**config.mk**
```make
export PLATFORM = sky130hd
export DESIGN_NAME = uart_rx_fifo
export DESIGN_NICKNAME = d
export VERILOG_FILES = /design/src/rtl/uart_rx_fifo.sv
export SDC_FILE = /design/constraint.sdc
export NUM_CORES = 1
export LEC_CHECK = 0
export ABC_AREA = 1
export CORE_ASPECT_RATIO = 1.2
export CORE_MARGIN = 5
export CORE_UTILIZATION = 50
export DETAILED_ROUTE_END_ITERATION = 10
export HOLD_SLACK_MARGIN = 0.06
export PLACE_DENSITY_LB_ADDON = 0.25
export SLEW_MARGIN = 20
export SYNTH_ARGS = -nofsm -noshare
export SYNTH_HDL_FRONTEND = slang
export SYNTH_SLANG_ARGS = --single-unit
```
**constraint.sdc**
```tcl
create_clock -name clk_16mhz -period 4.9 [get_ports clk_16mhz]
set_clock_uncertainty 0.2 [all_clocks]
set_input_delay 0.49 -clock clk_16mhz [delete_from_list [all_inputs] [get_ports clk_16mhz]]
set_output_delay 0.49 -clock clk_16mhz [all_outputs]
set_load 0.01 [all_outputs]
```
**src/rtl/uart_rx_fifo.sv**
```systemverilog
`default_nettype none
// ============================================================================
// Module   : uart_rx_fifo
// Purpose  : Receive-side circular byte FIFO between the UART receive
//            controller and the register block. It captures bytes on the
//            receiver's done pulse, presents the head entry first-word
//            fall-through over a valid/ready handshake, and flags lost pushes
//            with a sticky overflow bit.
// Options  : UART_RX_FIFO_DROP_ERR_EN - when defined, bytes flagged with
//            in_err are discarded and out_err is tied low. When undefined,
//            errored bytes are stored and tagged.
// Revision : 1.0 - initial release
// ============================================================================
module uart_rx_fifo #(
  parameter int DATA_WIDTH = 8,
  parameter int DEPTH      = 16,
  parameter int AF_LEVEL   = 12
) (
  input  logic                       clk_16mhz,
  input  logic                       rstn,
  input  logic [DATA_WIDTH-1:0]      in_data,
  input  logic                       in_valid,
  input  logic                       in_err,
  output logic [DATA_WIDTH-1:0]      out_data,
  output logic                       out_err,
  output logic                       out_valid,
  input  logic                       out_ready,
  input  logic                       flush,
  output logic [$clog2(DEPTH):0]     count,
  output logic                       full,
  output logic                       almost_full,
  output logic                       overflow,
  input  logic                       overflow_clr
);

  localparam int PTR_W = $clog2(DEPTH);
  localparam int CNT_W = PTR_W + 1;

`ifdef UART_RX_FIFO_DROP_ERR_EN
  // Errored bytes never reach storage, so entries only need the data field.
  localparam int ENTRY_W = DATA_WIDTH;
`else
  // Each entry carries the receiver error tag above the data byte.
  localparam int ENTRY_W = DATA_WIDTH + 1;
`endif

  localparam logic [CNT_W-1:0] c_CNT_ONE = CNT_W'(1);
  localparam logic [CNT_W-1:0] c_DEPTH   = CNT_W'(DEPTH);
  localparam logic [CNT_W-1:0] c_AF      = CNT_W'(AF_LEVEL);
  localparam logic [PTR_W-1:0] c_PTR_ONE = PTR_W'(1);

  logic [ENTRY_W-1:0] r_mem [DEPTH];
  logic [PTR_W-1:0]   r_wptr;
  logic [PTR_W-1:0]   r_rptr;
  logic [CNT_W-1:0]   r_count;
  logic               r_overflow;

  logic               w_push_req;
  logic               w_push;
  logic               w_pop;
  logic               w_lost;
  logic               w_full;
  logic [ENTRY_W-1:0] w_wr_entry;
  logic [ENTRY_W-1:0] w_head;

  // Status flags are pure decodes of the registered occupancy.
  always_comb begin
    w_full      = (r_count == c_DEPTH);
    out_valid   = (r_count != '0);
    full        = w_full;
    almost_full = (r_count >= c_AF);
    count       = r_count;
    overflow    = r_overflow;
  end

  // Push/pop qualification; flush overrides any traffic in the same cycle.
  always_comb begin
`ifdef UART_RX_FIFO_DROP_ERR_EN
    w_push_req = in_valid && !in_err;
    w_wr_entry = in_data;
`else
    w_push_req = in_valid;
    w_wr_entry = {in_err, in_data};
`endif
    w_pop  = out_valid && out_ready && !flush;
    // A pop in the same cycle frees the slot the push needs, even when full.
    w_push = w_push_req && (!w_full || w_pop) && !flush;
    w_lost = w_push_req && w_full && !w_pop && !flush;
  end

  // Head entry is read combinationally at the read pointer (fall-through).
  always_comb begin
    w_head = r_mem[r_rptr];
`ifdef UART_RX_FIFO_DROP_ERR_EN
    out_data = w_head;
    out_err  = 1'b0;
`else
    out_data = w_head[DATA_WIDTH-1:0];
    out_err  = w_head[DATA_WIDTH];
`endif
  end

  // Storage array write; contents are intentionally not reset.
  always_ff @(posedge clk_16mhz) begin
    if (w_push) begin
      r_mem[r_wptr] <= w_wr_entry;
    end
  end

  // Pointer and occupancy registers; pointers wrap naturally at DEPTH.
  always_ff @(posedge clk_16mhz) begin
    if (!rstn || flush) begin
      r_wptr  <= '0;
      r_rptr  <= '0;
      r_count <= '0;
    end else begin
      if (w_push) begin
        r_wptr <= r_wptr + c_PTR_ONE;
      end
      if (w_pop) begin
        r_rptr <= r_rptr + c_PTR_ONE;
      end
      if (w_push && !w_pop) begin
        r_count <= r_count + c_CNT_ONE;
      end else if (w_pop && !w_push) begin
        r_count <= r_count - c_CNT_ONE;
      end
    end
  end

  // Sticky overflow; a lost push in the same cycle beats the clear.
  always_ff @(posedge clk_16mhz) begin
    if (!rstn) begin
      r_overflow <= 1'b0;
    end else if (w_lost) begin
      r_overflow <= 1'b1;
    end else if (overflow_clr) begin
      r_overflow <= 1'b0;
    end
  end

endmodule
`default_nettype wire

```
==> impl_metrics.csv, run 1 <==
group,metric,value,unit
worst_setup_path,r2r_slack,2120,ps
sta,worst_hold_slack,274,ps
worst_setup_path,path_class,"reg -> out",
flow_run,max_cap_violations,0,
layout,area_growth,15.6,%
logic_synthesis,ys_chip_area,6900,um2
worst_setup_path,start_kind,"register",
logic_synthesis,syn-cell-area,6900,um2
logic_synthesis,top_cells_by_area,"edfxtp_1 63%, nand2_1 5.7%, dfxtp_1 5.2%",
worst_setup_path,crit_top_cell,"nand3_1",
logic_synthesis,yosys_warnings,0,
clocking,clock_latency,420,ps
grt,grt_max_degree,102,
worst_hold_path,hp-start,"overflow$_SDFFE_PN0P_",
clocking,ctsResizeCount,0,
worst_hold_path,hp-class,"reg -> reg",
worst_hold_path,whs_path_depth,2,
logic_synthesis,syn_inst,623,
layout,n_fill_cell,1105,
logic_synthesis,numSynthFlops,162,
outcome,status,"finished clean",
floorplan,coreArea,13600,um2
route,drc,0,
power_and_ir_drop,switching_share,22.2,%
logic_synthesis,synth_top_cell_by_area,"edfxtp_1",
power_and_ir_drop,p_int,2280,uW
route,dr.pass1.iters,5,
worst_setup_path,critical_path.cell_chain,"clkinv_2 > nor2_1 > o21ai_0 > nand3_1 > nand3_1 > nand2_1 > clkdlybuf4s50_1",
worst_setup_path,r2r-end,"count[3]$_SDFFE_PP0P_",
clocking,cts_num_sinks,162,
clocking,postCtsHoldBufs,0,
layout,nets,687,
power_and_ir_drop,power_switching,652,uW
floorplan,fp_util,50.5,%
flow_run,warnings,32,
worst_setup_path,reg2reg_depth,13,
floorplan,die_area,16200,um2
worst_setup_path,cpPeakStageDelay,740,ps
grt,grt_pass1_vias,4521,
worst_setup_path,cp-end-kind,"primary output",
clocking,cts_tree,"yes",
route,postRouteAntennaNets,0,
sta,hold_viol_final,0,
logic_synthesis,synth_top_area_share,62.7,%
sta,fin_crit,3660,ps
logic_synthesis,yosys_cells,623,
grt,grt_pass1_wl,23600,um
clocking,path_clk_slew,60,ps
floorplan,ioPinCount,33,
worst_setup_path,r2r_start,"count[2]$_SDFFE_PP0P_",
layout,num_antenna_cells,0,
sta,totalNegativeSetupSlack,0,ps
sta,fin_crit_sh,74.8,%
logic_synthesis,synth_nets,649,
sta,slew_viol_final,0,
route,via_per_inst,5.48,
sta,slew_headroom,31.1,%
floorplan,die_h,139,um
power_and_ir_drop,powerDensity,368,nW/um2
power_and_ir_drop,p_leak,0.00288,uW
clocking,cts_max_path_buffers,2,
logic_synthesis,avgSynthCellArea,11.1,um2
route,dr.first_iter.drc_count,392,
power_and_ir_drop,clockPowerShare,42.3,%
floorplan,die-width,117,um
grt,antenna_found_initial,0,
layout,drive_above_1_share,8.46,%
placed_design,post-dp-hpwl,9270,um
logic_synthesis,synth_cell_type_count,28,
worst_hold_path,min_to,"overflow$_SDFFE_PN0P_",
power_and_ir_drop,ir_drop,0.000228,V
clocking,post_cts_buffers,0,
sta,rsz0062_at_grt,"no",
sta,worst_pin_slew,1030,ps
worst_setup_path,cp_slowest_cell,"clkinv_2",
sta,setup_viol,0,
worst_setup_path,cp_data_required_time,4210,ps
clocking,numCtsBuffers,17,
floorplan,rows,47,
clocking,cts_root_buf,"clkbuf_16",
logic_synthesis,ys_seq_share,67.9,%
grt,overflow,0,
worst_setup_path,worstPathMaxFanout,69,
placed_design,io_buffers,32,
power_and_ir_drop,p_comb_share,5.9,%
sta,fmax,273,MHz
placed_design,place.gp.congestion,0.832,
worst_setup_path,worst_ep_arrival_time,2970,ps
clocking,h-tree-depth,4,
power_and_ir_drop,p_seq_share,51.8,%
[run 1: worst max-delay path: cells and delay by family (launching register included)]
family	cells	cell delay (ps)
compound gates	1	160
buf+inv	2	1270
flops	1	390
simple gates	4	700
[run 1: layout by cell type (no fill, tap or decap), drive strengths merged, types with 5 or more instances in the layout]
cell           count
o21ai             41
dfxtp             18
clkinv             9
a21oi             12
nand3             63
clkdlybuf4s50     32
nor2              84
edfxtp           144
buf               15
ha                10
inv               62
nor3              16
o211ai            28
nand2            107
clkbuf            17
clkinvlp           5
[run 1: metrics by stage]
stage	cells	cell area, um2	power (uW)	worst slack, ps
3_3_place_gp	813	7410	1710	1790
4_1_cts	845	7970	2960	1340
5_1_grt	845	7970	3030	966
3_5_place_dp	813	7410	1720	1650
6_report	845	7970	2930	1240
2_1_floorplan	623	6900	1640	2510
[run 1: cell type report]
class | count | area (um2) | share of cell area [%]
clock inverter | 15 | 135 | 1.70
timing repair buffer | 47 | 433 | 5.43
clock buffer | 17 | 425 | 5.34
sequential | 162 | 4690 | 58.8
inverter | 62 | 234 | 2.94
multi-input combinational | 371 | 1840 | 23.1
tap | 171 | 214 | 2.68
[run 1: routing by layer]
| layer | track usage [%] | vias to the layer above | wire length, um |
|---|---|---|---|
| li1 | - | 2228 | - |
| met1 | 24.6 | 2218 | 6180 |
| met2 | 32.4 | 158 | 7700 |
| met3 | 4.19 | 23 | 855 |
| met4 | 5.07 | 0 | 184 |
| met5 | 0 | - | 0 |
[run 1: power by group through the flow]
stage | clock, uW | sequential, uW | combinational (uW)
final | 1240 | 1520 | 172
after global placement | 0 | 1550 | 167
after floorplan | 0 | 1550 | 94.4
after CTS | 1270 | 1520 | 173
after global routing | 1320 | 1520 | 190
after detailed placement | 0 | 1550 | 171
[run 1: registers in the layout, indices dropped and copies added, names as in the netlist, named ones only]
name      flops
overflow      1
r_mem       144
r_wptr        4
count         5
r_rptr        4
[run 1: synth_stat cells, drive strengths merged]
| cell | count |
|---|---|
| nand3b | 1 |
| ha | 10 |
| nand4 | 2 |
| o211ai | 28 |
| clkinv | 2 |
| edfxtp | 144 |
| xnor2 | 3 |
| a21oi | 12 |
| fa | 1 |
| nand2 | 107 |
| dfxtp | 18 |
| nand3 | 63 |
| clkbuf | 7 |
| nor3 | 16 |
| nor2 | 84 |
| xor2 | 3 |
| buf | 21 |
| inv | 60 |
| o21ai | 41 |
[run 1: how the worst max path moves through the flow]
| stage | start | to | slack, ps |
|---|---|---|---|
| detailed placement | flush | count[3]$_SDFFE_PP0P_ | 1650 |
| floorplan | flush | count[3]$_SDFFE_PP0P_ | 2510 |
| global placement | flush | count[3]$_SDFFE_PP0P_ | 1790 |
| global route | register | out_data[5] | 970 |
| finish | register | out_data[0] | 1240 |
| CTS | register | out_data[5] | 1340 |
[run 1: cells by family (layout without fill, tap and decap cells)]
group           Yosys count  count (layout)  synth area share [%]
buf+inv                  90             141                  5.61
fa+ha+maj                11              11                  2.10
compound gates           81              81                  6.90
flops                   162             162                  67.9
simple gates            273             273                  16.7
xor+xnor                  6               6                 0.762
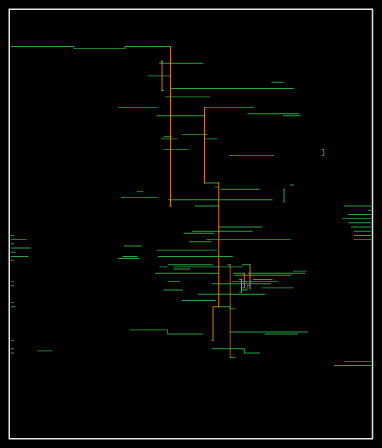
Run 1: routed metal, one colour a layer
Two of the layers only.
Key: orange = met4 [wire length 185 um]; green = met3 [wire length 855 um]
routed vias: 4627
wire length per cell: 17.7 um
total track usage: 19.1%
final WL: 14900 um

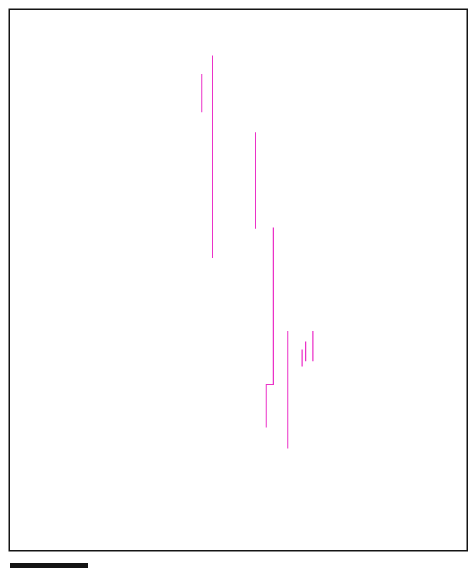
Run 1: the metal 4 layer
Scale bar: 20 um.
The wires run mostly vertical. 7 nets have wire on it. The longest straight run is 51.7 um.

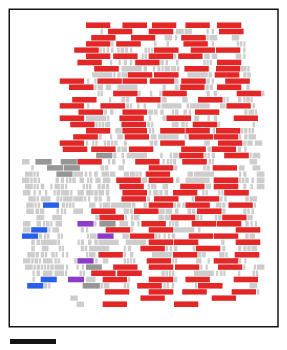
Run 1: register map, names as in the netlist
Scale bar: 20 um. Other sequential cells in the stronger grey, the rest of the logic in the fainter grey.
Key: purple = r_rptr [flops 4, where south-west]; blue = count [flops 5]; red = r_mem [flops 144]
Another 9 sequential cells are not coloured.
fin util: 58.4%
Reg area: 4690 um2
Seq area share: 58.8%

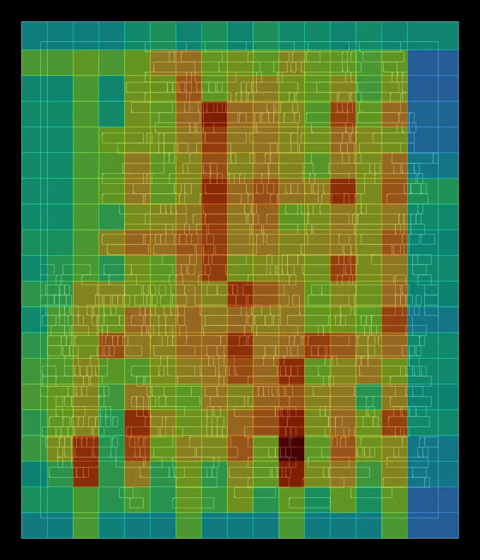
Run 1: routing congestion map
M3 GR Usage: 4.19%
met2 GRT Util: 32.4%

Run 1, gate-type map:
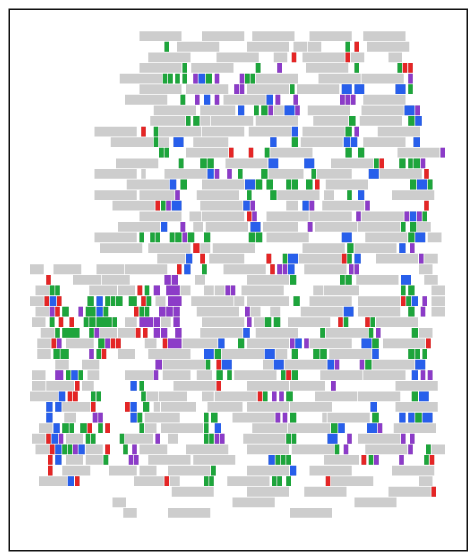

==> run 2: changes to the inputs <==
- clock period: 4.9 -> 3.8 ns (I/O delays scaled with it)
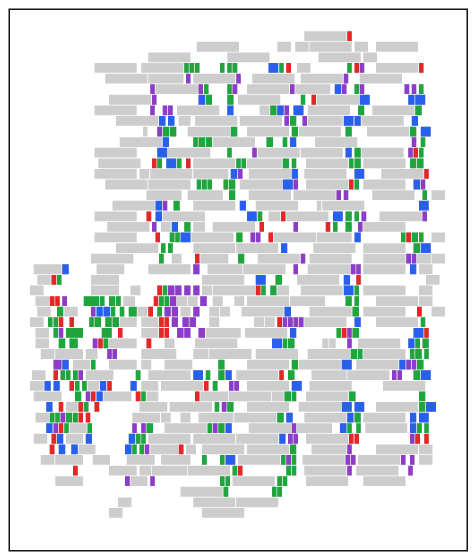
Run 2: gate-type map
Key: blue = inverting AOI/OAI gates [cells 81, most used o21ai_0]; purple = NOR gates [cells 100, most used nor2_1, where widely spread]; red = inverters [cells 62, most used inv_1]; green = NAND gates [cells 173, most used nand2_1, where widely spread]
fin cells: 850
Commonest Layout Cell: edfxtp_1
logic share of the area: 22.8%

==> impl_metrics.csv, run 2 <==
group,metric,value,unit
grt,overflow,0,
worst_setup_path,worstPathMaxFanout,73,
layout,most-common-layout-cells,"144 x edfxtp_1, 105 x nand2_1, 83 x nor2_1",
layout,area_growth,16.2,%
grt,grt_max_degree,74,
clocking,clock_latency,420,ps
grt,track_usage,18.5,%
logic_synthesis,top_cells_by_area,"edfxtp_1 63%, nand2_1 5.7%, dfxtp_1 5.2%",
sta,totalNegativeSetupSlack,0,ps
flow_run,warnings,30,
power_and_ir_drop,p_leak,0.00292,uW
floorplan,coreArea,13600,um2
logic_synthesis,numSynthFlops,162,
logic_synthesis,ys_chip_area,6900,um2
floorplan,ioPinCount,33,
logic_synthesis,synth_top_area_share,62.7,%
outcome,status,"finished clean",
logic_synthesis,synth-edff-count,144,
floorplan,fp_util,50.5,%
sta,worst_pin_slew,930,ps
logic_synthesis,yosys_cells,623,
sta,fmax,304,MHz
layout,nets,692,
grt,grt_pass1_wl,22700,um
worst_hold_path,whs_path_depth,2,
layout,logic_area,1820,um2
clocking,cts_tree,"yes",
logic_synthesis,syn-cell-area,6900,um2
layout,drive_above_1_share,8.39,%
worst_setup_path,cp-end-kind,"primary output",
clocking,cts_max_path_buffers,2,
floorplan,die_h,139,um
layout,largest_register_ffs,144,
clocking,numCtsBuffers,17,
placed_design,place.gp.congestion,0.861,
sta,setup_viol,0,
logic_synthesis,synth_cell_type_count,28,
logic_synthesis,yosys_warnings,0,
flow_run,max_cap_violations,0,
placed_design,post-dp-hpwl,8970,um
route,vias,4612,
floorplan,rows,47,
sta,slew_viol_final,0,
worst_hold_path,hp-start,"overflow$_SDFFE_PN0P_",
logic_synthesis,ys_seq_share,67.9,%
logic_synthesis,synthTopCellsByCount,"144 x edfxtp_1, 105 x nand2_1, 83 x nor2_1, 63 x nand3_1, 58 x inv_1",
worst_setup_path,r2r_start,"count[2]$_SDFFE_PP0P_",
sta,fin_crit,3290,ps
worst_setup_path,reg2reg_depth,13,
sta,fin_crit_sh,86.6,%
worst_setup_path,path_class,"reg -> out",
route,via_per_inst,5.43,
sta,hold_viol_final,0,
power_and_ir_drop,ir_drop,0.000288,V
route,wl,14300,um
worst_setup_path,worst_ep_arrival_time,2710,ps
layout,n_fill_cell,1077,
logic_synthesis,synth_nets,649,
worst_setup_path,r2r_slack,1070,ps
floorplan,die_area,16200,um2
layout,fin_area,8010,um2
clocking,h-tree-depth,4,
worst_setup_path,start_kind,"register",
layout,num_antenna_cells,0,
logic_synthesis,async_flop_share,0,%
logic_synthesis,synth_top_cell_by_area,"edfxtp_1",
worst_setup_path,r2r-end,"count[3]$_SDFFE_PP0P_",
floorplan,die-width,117,um
sta,rsz0062_at_grt,"no",
placed_design,placed_area,7450,um2
worst_hold_path,hp-class,"reg -> reg",
layout,seq_area,4690,um2
route,routedWlPerCell,16.9,um
placed_design,io_buffers,32,
logic_synthesis,avgSynthCellArea,11.1,um2
clocking,cts_root_buf,"clkbuf_16",
logic_synthesis,yosysMostFrequentCell,"edfxtp_1",
clocking,postCtsHoldBufs,0,
layout,regMostFlops,"r_mem",
clocking,post_cts_buffers,0,
power_and_ir_drop,powerDensity,472,nW/um2
logic_synthesis,syn_inst,623,
clocking,ctsResizeCount,0,
grt,antenna_found_initial,0,
worst_hold_path,min_to,"overflow$_SDFFE_PN0P_",
logic_synthesis,ff_type,"edfxtp_1",
clocking,path_clk_slew,60,ps
sta,slew_headroom,37.5,%
clocking,cts_num_sinks,162,
route,drc,0,
route,dr.pass1.iters,5,
route,postRouteAntennaNets,0,
route,dr.first_iter.drc_count,394,
worst_setup_path,cp_data_required_time,3220,ps
grt,grt_pass1_vias,4469,
sta,worst_hold_slack,266,ps
[run 2: worst max-delay path, stage by stage (launching register included)]
cell             delay, ps
dfxtp_2                700
buf_12                 350
nor2_1                  90
nor2_1                  80
o21ai_0                 80
nand3_1                100
nand3_1                160
nand2_1                130
clkdlybuf4s50_1        550
[run 2: layout make-up]
class | count | share of cell area (%)
multi-input combinational | 371 | 22.8
clock inverter | 15 | 1.66
inverter | 62 | 2.91
sequential | 162 | 58.5
timing repair buffer | 52 | 6.19
clock buffer | 17 | 5.31
tap | 171 | 2.67
[run 2: how the worst max path moves through the flow]
stage                     startpoint                    end  cells after the start
3_5_place_dp                   flush  count[3]$_SDFFE_PP0P_                     15
3_3_place_gp                   flush  count[3]$_SDFFE_PP0P_                     15
5_1_grt                     register            out_data[6]                      8
2_1_floorplan  count[2]$_SDFFE_PP0P_  count[3]$_SDFFE_PP0P_                     13
6_report                    register            out_data[6]                      8
4_1_cts                     register            out_data[3]                      8
[run 2: power breakdown]
group / internal [uW] / switching [uW]
combinational: 86.8 / 131
sequential: 1950 / 12.2
clock: 906 / 694
[run 2: layer usage]
metal  GRT usage [%]  wire length (um)  vias up
li1                -                 -     2239
met1            23.7              5890     2200
met2            29.5              7220      141
met3            4.71               913       32
met4            7.91               315        0
met5               0                 0        -
[run 2: metrics by stage]
stage | power, uW | cells | worst slack (ps) | util, %
4_1_cts | 3800 | 850 | 492 | 58.7
6_report | 3780 | 850 | 509 | 58.7
2_1_floorplan | 2120 | 623 | 1450 | -
3_3_place_gp | 2210 | 818 | 854 | 54.6
5_1_grt | 3910 | 850 | 343 | 58.7
3_5_place_dp | 2220 | 818 | 698 | 54.6
[run 2: kinds of logic (layout without fill, tap and decap cells)]
kind of cell               Yosys count  count (layout)  synth area share (%)
AOI/OAI and AO/OA                   81              81                  6.90
xor gates and xnor gates             6               6                 0.762
adders and majority gates           11              11                  2.10
buffers and inverters               90             146                  5.61
DFF                                162             162                  67.9
and+or+nand+nor                    273             273                  16.7
Run 2, routed metal, one colour a layer:
Two of the layers only.
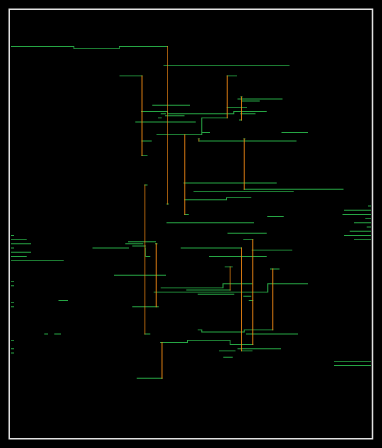

==> run 3: changes to the inputs <==
- CORE_MARGIN: 5 -> 2
- SKIP_CTS_REPAIR_TIMING: default -> 1
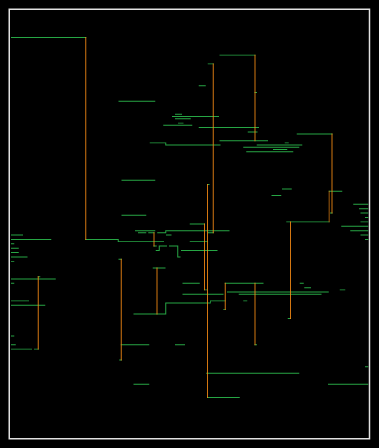
Run 3: routed metal, one colour a layer
Two of the layers only.
Key: green = met3 [wire length 622 um]; orange = met4 [wire length 391 um]
final WL: 14500 um
total track usage: 20.5%
wire length per cell: 17.0 um
routed vias: 4651

==> impl_metrics.csv, run 3 <==
group,metric,value,unit
sta,fin_crit_sh,89.0,%
floorplan,rows,47,
layout,largest_register_ffs,144,
worst_setup_path,r2r_slack,1090,ps
logic_synthesis,synth-xor-area-share,0.762,%
logic_synthesis,synth_nets,649,
worst_setup_path,cp_slowest_cell,"buf_4",
layout,fin_area,7980,um2
sta,rsz0062_at_grt,"no",
sta,slew_headroom,33.1,%
layout,area_growth,15.7,%
power_and_ir_drop,p_leak,0.00292,uW
grt,antenna_found_initial,0,
placed_design,place.gp.congestion,0.824,
floorplan,die-width,111,um
placed_design,post-dp-hpwl,9260,um
sta,hold_viol_final,0,
worst_hold_path,hp-class,"reg -> reg",
power_and_ir_drop,ir_drop,0.000243,V
route,via_per_inst,5.45,
logic_synthesis,synth.cellmix.simpleShare,16.7,%
grt,grt_pass1_wl,22900,um
logic_synthesis,ys_chip_area,6900,um2
layout,num_antenna_cells,0,
layout,final_cells,854,
worst_setup_path,cp_data_required_time,3220,ps
placed_design,placed_area,7460,um2
layout,final_common_cell,"edfxtp_1",
logic_synthesis,syn_inst,623,
clocking,h-tree-depth,4,
layout,drive_above_1_share,8.64,%
floorplan,coreArea,13600,um2
logic_synthesis,compound_area_share,6.90,%
logic_synthesis,ys_seq_share,67.9,%
placed_design,placed_cells,822,
worst_setup_path,path_class,"reg -> out",
worst_hold_path,min_to,"overflow$_SDFFE_PN0P_",
sta,fin_crit,3380,ps
sta,slew_viol_final,0,
clocking,cts_root_buf,"clkbuf_16",
logic_synthesis,yosysMostFrequentCell,"edfxtp_1",
grt,overflow,0,
layout,nets,696,
logic_synthesis,synthTopCellsByCount,"144 x edfxtp_1, 105 x nand2_1, 83 x nor2_1, 63 x nand3_1, 58 x inv_1",
grt,grt_pass1_vias,4539,
sta,worst_pin_slew,1000,ps
worst_hold_path,hp-start,"overflow$_SDFFE_PN0P_",
route,dr.first_iter.drc_count,342,
logic_synthesis,synth_cell_type_count,28,
clocking,cts_tree,"yes",
route,postRouteAntennaNets,0,
floorplan,fp_util,50.5,%
worst_setup_path,r2r-end,"count[3]$_SDFFE_PP0P_",
logic_synthesis,synth_top_cell_by_area,"edfxtp_1",
floorplan,ioPinCount,33,
worst_setup_path,worst_ep_arrival_time,2800,ps
logic_synthesis,synth_top_area_share,62.7,%
layout,fin_util,58.5,%
logic_synthesis,ys_sh_mux,0,%
sta,setup_viol,0,
layout,regMostFlops,"r_mem",
logic_synthesis,synthTopLogicFamily,"simple AND/OR/NAND/NOR gates",
logic_synthesis,synthAdderAreaFrac,2.10,%
flow_run,max_cap_violations,0,
logic_synthesis,yosys_cells,623,
logic_synthesis,numSynthFlops,162,
worst_setup_path,worstPathMaxFanout,101,
logic_synthesis,top_cells_by_area,"edfxtp_1 63%, nand2_1 5.7%, dfxtp_1 5.2%",
clocking,cts_max_path_buffers,2,
sta,fmax,296,MHz
flow_run,warnings,32,
worst_setup_path,start_kind,"register",
worst_setup_path,cp-end-kind,"primary output",
worst_setup_path,critical_path.cell_chain,"buf_4 > nor2_1 > nor2_1 > o21ai_0 > nand3_1 > nand3_1 > nand2_1 > clkdlybuf4s50_1",
logic_synthesis,async_flop_share,0,%
placed_design,io_buffers,32,
route,dr.pass1.iters,5,
clocking,cts_num_sinks,162,
worst_setup_path,cpPeakStageDelay,740,ps
power_and_ir_drop,powerDensity,461,nW/um2
grt,grt_max_degree,102,
outcome,status,"finished clean",
logic_synthesis,synth-edff-count,144,
logic_synthesis,avgSynthCellArea,11.1,um2
floorplan,die_h,133,um
clocking,numCtsBuffers,17,
route,drc,0,
layout,n_fill_cell,1099,
sta,totalNegativeSetupSlack,0,ps
worst_setup_path,reg2reg_depth,13,
logic_synthesis,ff_type,"edfxtp_1",
logic_synthesis,syn-cell-area,6900,um2
layout,most-common-layout-cells,"144 x edfxtp_1, 105 x nand2_1, 83 x nor2_1",
logic_synthesis,yosys_warnings,0,
worst_setup_path,r2r_start,"count[2]$_SDFFE_PP0P_",
clocking,clock_latency,420,ps
floorplan,die_area,14700,um2
run 3: netlist changes by cell type in the layout (fill, tap and decap cells not counted), sizes merged:
cell / before / now
clkbuf: 17 / 19
clkinv: 7 / 10
buf: 20 / 24
clkinvlp: 4 / 3
inv: 65 / 62
bufinv: 1 / 0
run 3: worst max-delay path, delay by kind of cell, from the launching register on:
kind,cells,cell delay [ps]
buf+inv,2,1290
simple gates,5,620
flops,1,320
compound gates,1,90
run 3: logic make-up (layout without fill, tap and decap cells):
group | after synthesis | in the layout
buffers and inverters | 90 | 150
AND-OR/OR-AND | 81 | 81
XOR/XNOR | 6 | 6
adder cells (fa/ha/maj) | 11 | 11
flip-flops | 162 | 162
AND/OR/NAND/NOR | 273 | 273
run 3: area by class of cell:
cell class | instances | area [um2] | share of cell area (%)
Inverter | 62 | 233 | 2.92
Multi-Input combinational cell | 371 | 1820 | 22.9
Clock buffer | 19 | 433 | 5.43
Timing Repair Buffer | 56 | 500 | 6.27
Clock inverter | 13 | 88.8 | 1.11
Tap cell | 171 | 214 | 2.68
Sequential cell | 162 | 4690 | 58.7
run 3: metal layers:
layer,vias to the layer above,GRT usage [%],part of all wire [%]
met5,-,0,0
met2,138,35.0,51
li1,2241,-,-
met3,32,4.54,4.3
met4,0,9.74,2.7
met1,2240,24.7,42
run 3: report_power, final:
part | switching, uW | total [uW] | internal [uW] | leakage [uW]
registers | 9.45 | 1960 | 1950 | 0.00144
logic | 134 | 220 | 86.1 | 0.00122
clock network | 665 | 1500 | 832 | 0.000249
run 3: how the worst max path moves through the flow:
stage / startpoint / end / slack, ps / depth (start not counted)
2_1_floorplan: count[2]$_SDFFE_PP0P_ / count[3]$_SDFFE_PP0P_ / 1450 / 13
3_3_place_gp: flush / count[3]$_SDFFE_PP0P_ / 810 / 15
3_5_place_dp: flush / count[3]$_SDFFE_PP0P_ / 740 / 15
4_1_cts: register / out_data[6] / 430 / 8
5_1_grt: register / out_data[5] / 220 / 8
6_report: register / out_data[6] / 420 / 8
run 3: per-stage QoR:
step | worst slack [ps] | total power, uW | hold WS (ps)
3_3_place_gp | 812 | 2210 | 257
5_1_grt | 221 | 3790 | 288
6_report | 420 | 3680 | 261
2_1_floorplan | 1450 | 2120 | 271
4_1_cts | 426 | 3690 | 265
3_5_place_dp | 741 | 2220 | 257
Power figures rest on the tool's default switching activity, not on a simulated workload.
